Fig. 1: selected gate families
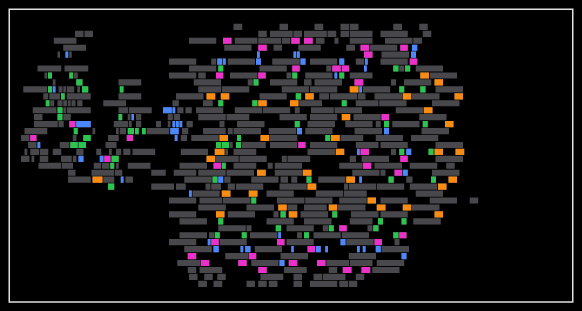
Fig. 2: power grid
Pins as bars on the die edge.
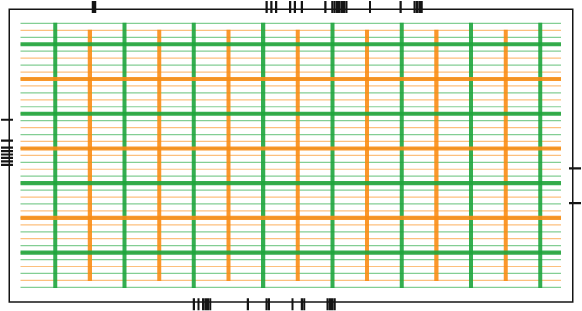
Fig. 3: zoomed window
Window x 30 to 80, y 61 to 111 µm. Cells in gray, sequential cells in the stronger gray; small squares are vias.
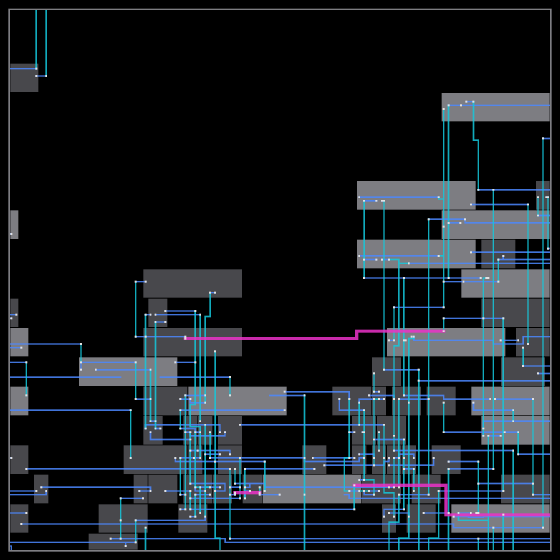
Fig. 4: clock nets
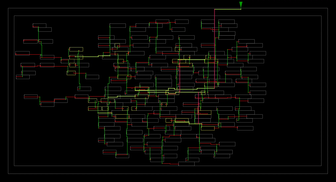
### config.mk
export PLATFORM = sky130hd
export DESIGN_NAME = fir_sample_feeder
export DESIGN_NICKNAME = d
export VERILOG_FILES = /design/src/rtl/fir_sample_feeder.sv
export SDC_FILE = /design/constraint.sdc
export NUM_CORES = 1
export LEC_CHECK = 0
export CAP_MARGIN = 20
export CORE_ASPECT_RATIO = 0.5
export CORE_MARGIN = 4
export CORE_UTILIZATION = 30
export CTS_CLUSTER_DIAMETER = 120
export DETAILED_ROUTE_END_ITERATION = 12
export HOLD_SLACK_MARGIN = 0.12
export MAX_ROUTING_LAYER = met4
export SLEW_MARGIN = 10
export SYNTH_ARGS = -nofsm -noshare
export SYNTH_HDL_FRONTEND = slang
export SYNTH_SLANG_ARGS = --single-unit
### constraint.sdc
create_clock -name clk -period 4.16 [get_ports clk]
set_clock_uncertainty 0.15 [all_clocks]
set_input_delay 0.624 -clock clk [delete_from_list [all_inputs] [get_ports clk]]
set_output_delay 0.624 -clock clk [all_outputs]
set_load 0.05 [all_outputs]
### src/rtl/fir_sample_feeder.sv
// Input sequencer for a time-multiplexed FIR. It buffers upstream samples in a
// FIFO whose head sits in fir_sig, and releases one sample per TAPS-cycle frame.
module fir_sample_feeder #(
  parameter int WIDTH      = 18,
  parameter int TAPS       = 128,
  parameter int FIFO_DEPTH = 8,
  localparam int TW = $clog2(TAPS),
  localparam int LW = $clog2(FIFO_DEPTH + 1),
  localparam int BD = FIFO_DEPTH - 1,
  localparam int BW = (BD > 1) ? $clog2(BD) : 1
) (
  input  logic             clk,
  input  logic             rst_n,
  input  logic [WIDTH-1:0] s_data,
  input  logic             s_valid,
  output logic             s_ready,
  input  logic             en,
  output logic [WIDTH-1:0] fir_sig,
  output logic             fir_ready,
  output logic             out_valid,
  output logic [LW-1:0]    level,
  output logic             overflow
);

  logic [TW-1:0]    tap_cnt;
  logic             head_valid, primed;
  logic [WIDTH-1:0] body [BD];
  logic [BW-1:0]    wr_ptr, rd_ptr;
  logic [LW-1:0]    body_cnt;
  logic             last_slot, load, push, refill, body_rd, bypass, body_wr;

  function automatic logic [BW-1:0] ptr_inc(input logic [BW-1:0] p);
    return (p == BW'(BD - 1)) ? '0 : p + 1'b1;
  endfunction

  assign last_slot = (tap_cnt == TW'(TAPS - 1));
  assign fir_ready = !last_slot || (head_valid && en);
  assign load      = last_slot && fir_ready;
  assign level     = body_cnt + LW'(head_valid);
  assign s_ready   = (level != LW'(FIFO_DEPTH));
  assign push      = s_valid && s_ready;

  // The head register refills whenever it is empty or being consumed; a push
  // into an otherwise empty FIFO goes straight to the head.
  assign refill  = !head_valid || load;
  assign body_rd = refill && (body_cnt != '0);
  assign bypass  = refill && (body_cnt == '0) && push;
  assign body_wr = push && !bypass;

  always_ff @(posedge clk) begin
    if (body_wr) body[wr_ptr] <= s_data;
  end

  always_ff @(posedge clk or negedge rst_n) begin
    if (!rst_n) begin
      fir_sig    <= '0;
      head_valid <= 1'b0;
      wr_ptr     <= '0;
      rd_ptr     <= '0;
      body_cnt   <= '0;
    end else begin
      if (body_rd)     fir_sig <= body[rd_ptr];
      else if (bypass) fir_sig <= s_data;
      if (refill) head_valid <= body_rd || bypass;
      if (body_wr) wr_ptr <= ptr_inc(wr_ptr);
      if (body_rd) rd_ptr <= ptr_inc(rd_ptr);
      case ({body_wr, body_rd})
        2'b10:   body_cnt <= body_cnt + 1'b1;
        2'b01:   body_cnt <= body_cnt - 1'b1;
        default: body_cnt <= body_cnt;
      endcase
    end
  end

  // Slot counter starts at the load slot, matching the filter's all-ones index.
  always_ff @(posedge clk or negedge rst_n) begin
    if (!rst_n) begin
      tap_cnt   <= TW'(TAPS - 1);
      primed    <= 1'b0;
      out_valid <= 1'b0;
      overflow  <= 1'b0;
    end else begin
      if (fir_ready) tap_cnt <= last_slot ? '0 : tap_cnt + 1'b1;
      primed    <= primed || load;
      out_valid <= load && primed;
      overflow  <= overflow || (s_valid && !s_ready);
    end
  end

endmodule

==> notes.md <==
Notes on the flow run.

- The run finished with clean final reports.
- The clock root buffer is sky130_fd_sc_hd__clkbuf_16, for reference.
- The critical-path maximum fanout is 6, for reference.
- Counting the fill cells in the layout gives 2098.
- For this run, the share of the core covered by cells in the final layout is 0.372.
- The via-per-instance ratio is between 4 and 5, for reference.
- The most critical min-delay path falls under in2async.
- The count of final setup violators is 0, for reference.
- The number of cells reported by Yosys stat comes to 454.
- The number of global-route vias before repair is 4206, for reference.
- The synthesized design contains 165 register bits.
- The area growth from synthesis to final layout is 20.7%, for reference.
- The weighted congestion reported at the end of routability-driven placement is 0.714, for reference.
- For this run, the number of Yosys warnings is 0.
- The share of total power consumed by net switching is 0.361, for reference.
- On the worst setup and hold paths after CTS, the clock-pin slew comes to 70 ps.
- Counting every net in the synthesized netlist gives roughly 480.
- The largest registers in the layout are body (126), fir_sig (18), tap_cnt (7).
- The register containing the most flip-flops in the final layout is body, for reference.
- After synthesis the cells add up to 6750 µm².
- The final period utilization is 0.833, for reference.
- The met2 usage in global routing is 0.186, for reference.
- Ranking logic cells in the layout by count gives the top entries sky130_fd_sc_hd__edfxtp_1, sky130_fd_sc_hd__clkdlybuf4s50_1, sky130_fd_sc_hd__mux2i_1, sky130_fd_sc_hd__dfrtp_1, sky130_fd_sc_hd__nor2_1.
- The number of hold buffers added after cts is 0, for reference.
- In the power breakdown, the internal column shows 3.62 mW.
- The core region area is 21900 µm², for reference.
- The met1 layer usage reported by global route is 0.167, for reference.
- The combinational cell power is 1.75 mW, for reference.
- In this run, the synthesized area fraction spent on AND-OR/OR-AND gates is recorded as 0.111.
- The final worst-path setup slack is roughly 690 ps, for reference.
- Per the run summary, max-cap violations total 0.
- For this design the top-level I/O count stands at 48.
- The number of synthesized flops with an enable pin is 126, for reference.
- In this run, post-CTS repair resized a total of 0 instances.
- The leakage component of the power was reported as roughly 2.8 nW.
- The row count is 38, for reference.
- The peak supply drop is 0.823 mV, for reference.
- The final critical delay including setup and external delays is 3470 ps, for reference.
- Per the post-synthesis report, the number of cells in the design is 454.
- The width of the die is 220 µm, for reference.
- OpenROAD emitted warnings numbering 27.
- The cell area after layout is slightly above 8000 µm², for reference.
- Per the CTS log, the buffer count on the longest clock path is 2.
- For this run the aggregate overflow at the end of global routing stands at 0.
- Per report_power, the Sequential row totals 2.39 mW.
- The post-placement cell area is between 7000 and 8000 µm².
- Leaving out buffers and inverters, the combinational logic in the layout accounts for 1850 µm².
- The area fraction in full adders, half adders and majority gates is 0.0111, for reference.
- Setup repair after global routing left no endpoint under its margin.
- Of the post-synthesis cell area, the part taken by muxes is 0.0567.
- The clock tree from TritonCTS is done, for reference.
- The level count of the clock H-tree is 4, for reference.
- The most instantiated flip-flop cell in the synthesis netlist is sky130_fd_sc_hd__edfxtp_1, for reference.
- The net count of the finished layout is 534.
- The routed layout has between 3000 and 4000 vias.
- The diode insertion count for antenna repair is 0, for reference.
- The cell-mix breakdown from Yosys lists the simple-gate area share as 0.0829.
- The most critical hold endpoint after final layout shows a slack of roughly 210 ps.
- The initial antenna violation count was 0.
- Of the total power, the clock network draws 0.269.
- The synthesized netlist has a Yosys-reported chip area of a little under 7000 µm².
- The critical path data required time is 3390 ps, for reference.
- The power density relative to cell area is roughly 700 nW/µm², for reference.
- The wire length of the first global-routing pass is ~23000 µm, for reference.
- The final antenna-violating net count is 0, for reference.
- The floorplan step defined a die boundary enclosing 25100 µm².
- The total global routing track utilization is 0.123, for reference.
- In the floorplan report the effective utilization is 0.309.
- The share of total power dissipated in combinational logic is 0.310.
- The number of max-slew violations in the final report is 0, for reference.
Notes on Fig. 1 above:
- nor cells: blue (cells 51)
- non-inverting ao/oa cells: magenta (cells 40)
- mux cells: orange (cells 38)
- aoi and oai cells: green (cells 61)
logic share of the area: 0.227
most numerous logic cell after layout: sky130_fd_sc_hd__edfxtp_1
final std cells w/o fill: 819

Notes on Fig. 2 above:
- VDD: orange
- VSS: green
- met1 rails: 39
- met4 straps: 15
- rows: 38
- met5 straps: 7
- signal pins: 48

Notes on Fig. 3 above:
- M2: cyan
- M3: magenta
- M1: blue
- sequential cells in the window: 12
- most frequent: edfxtp_1 (9), buf_4 (8), nor2_1 (6)
- cells with their middle in the window: 56
- netlist names of flops here include: body (9), wr_ptr (3)

Notes on Fig. 4 above:
number of buffers added by the clock tree synthesis step: 17
Clock group: 1.52 mW

-- logic make-up after synthesis --
| logic type | count (synthesis) |
|---|---|
| compound gates | 101 |
| simple gates | 105 |
| xor+xnor | 8 |
| mux | 38 |
| fa+ha+maj | 6 |
| buf+inv | 31 |
| flops | 165 |
-- synthesized netlist by cell type (all sizes together) (6+ instances only) --
master	number	share of area
o21ai	11	0.0093
buf	10	0.0091
nand2b	25	0.023
mux2i	36	0.053
a221o	18	0.027
dfstp	7	0.027
nand3	7	0.0052
clkbuf	15	0.0085
dfrtp	32	0.12
xor2	6	0.0078
nor2	28	0.016
nor2b	18	0.017
ha	6	0.011
inv	6	0.0033
nand2	13	0.0072
o22ai	18	0.017
edfxtp	126	0.56
a31oi	21	0.019
a211o	18	0.023
-- final cells by class --
| type | count | area share |
|---|---|---|
| flip-flops and latches | 165 | 0.586 |
| clock buffers | 17 | 0.0522 |
| well taps | 300 | 0.0461 |
| clock inverters | 15 | 0.0192 |
| multi-input cells | 258 | 0.227 |
| repair buffers | 58 | 0.0673 |
| inverters | 6 | 0.00276 |
-- worst max-delay path, stage by stage, from the launching register on --
cell and delay, ps:
sky130_fd_sc_hd__dfrtp_1 450, sky130_fd_sc_hd__ha_1 230, sky130_fd_sc_hd__ha_1 190, sky130_fd_sc_hd__xor2_1 160
sky130_fd_sc_hd__or3_4 360, sky130_fd_sc_hd__nor2_1 150, sky130_fd_sc_hd__inv_1 50, sky130_fd_sc_hd__clkdlybuf4s50_1 700
-- worst max path at each step --
stage | end | start | depth (start not counted)
after floorplan | body[3][0] | body_cnt[0] | 7
after global placement | body_cnt[2] | en | 11
after detailed placement | body_cnt[2] | en | 11
after CTS | s_ready | head_valid | 7
after global routing | body_cnt[2] | body_cnt[0] | 11
final | s_ready | body_cnt[0] | 7
No activity file was given, so power comes from the tool's default toggle rates.
